Design rv32i_fetch_ctrl, sky130hd; sources not shown.
Figure 1. M1 wires.
Bar = 50 microns.
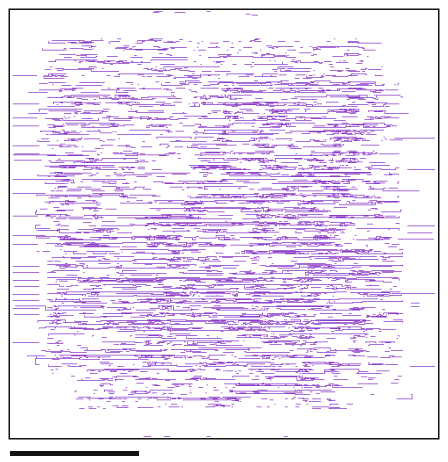
The layer holds 41% of the routed length. The wires run mostly horizontal. The layer carries 13,800 microns of wire.
vias post-DR: 9,144
drt total wl: 33,300 microns

Figure 2. Metal 2.
Bar = 50 microns. Cells faint in the background.
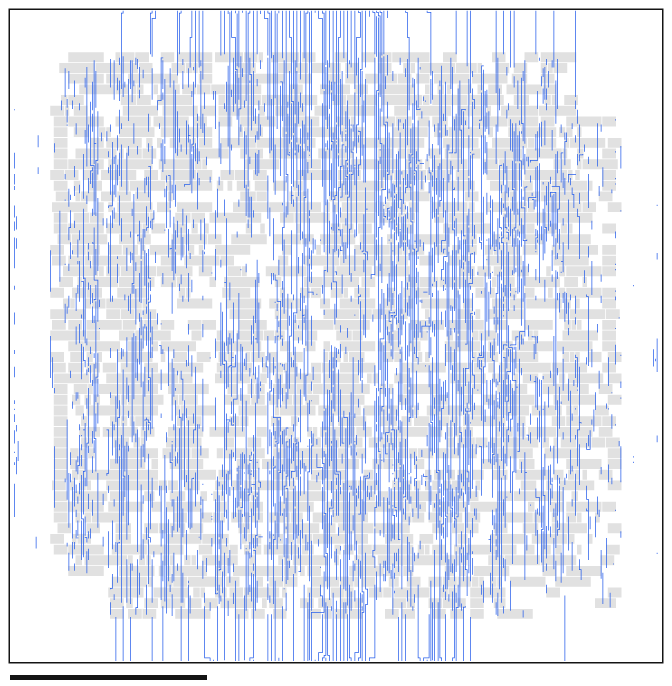
The longest straight run is 55.1 microns. The layer holds 47% of the routed length. The layer carries 15,600 microns of wire.
GRT met2 Usage: 37.8%

Figure 3. Met3 routing.
Bar = 50 microns. Cells faint in the background.
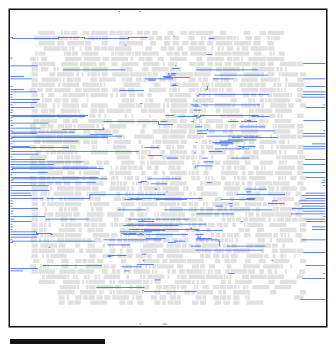
The wires run mostly horizontal. The longest straight run is 66.9 microns. The layer carries 3,080 microns of wire. 198 nets have wire on it.
met3 Use GR: 7.22%

==> results_dict.tcl <==
# collected from the flow reports
set metrics [dict create \
    status "completed" \
    fin_ws_ns 0.0879 \
    area_delta_synth_final_pct 34.7 \
    drive_gt1_share_pct 16.8 \
    seq_share_pct 38.3 \
    seq_power_share_pct 39.8 \
    yosys.area.top_type "dfrtp_1" \
    common_cells "dfrtp_1 (221), nand2_1 (134), mux2_2 (95)" \
    crit_buf_inv 2 \
    cts_buffers 24 \
    power.clock.fraction_pct 24.4 \
    grt_start_max_net_pins 76 \
    vias_per_cell 5.74 \
    syn_area_per_cell_sq_um 10.6 \
    antennaDiodeCount 1 \
    root_buffer "clkbuf_16" \
    r2r_slack_ns 0.21 \
    seq_cells 227 \
    final_cell_area_sq_um 14900 \
    postCtsHoldBufs 1 \
    final_cell_mix "clkdlybuf4s50_1 (231), dfrtp_1 (220), nand2_1 (134)" \
    wl_met3_microns 3080 \
    placed_cell_area_sq_um 14100 \
    ir_drop_v 0.000631 \
    synth_top_cell_by_count "dfrtp_1" \
    buffers 310 \
    regArea_sq_um 5690 \
    maxCapViolations 0 \
    worstHoldPathType "in -> async" \
    yosysCellCount 1043 \
    area.combinational_sq_um 4980 \
    min_period_ns 2.31 \
]
[cell families (layout without fill, tap and decap cells)]
| kind of cell | Yosys count | count (layout) | synth area share [%] |
|---|---|---|---|
| multiplexers | 164 | 164 | 16.0 |
| flip-flops | 227 | 227 | 51.5 |
| XOR/XNOR | 47 | 47 | 3.73 |
| AND-OR/OR-AND | 208 | 208 | 11.7 |
| buffers and inverters | 94 | 369 | 3.49 |
| adder cells (fa/ha/maj) | 2 | 2 | 0.227 |
| other | 0 | 1 | 0 |
| AND/OR/NAND/NOR | 301 | 301 | 13.4 |
[stage by stage]
stage,cells,power (mW),util [%]
5_1_grt,1593,16.1,71.0
3_5_place_dp,1548,11.6,67.2
2_1_floorplan,1043,8.14,-
4_1_cts,1593,15.3,71.0
6_report,1594,15.2,71.0
3_3_place_gp,1548,11.4,67.2
Power is estimated from default activity; no workload was simulated.
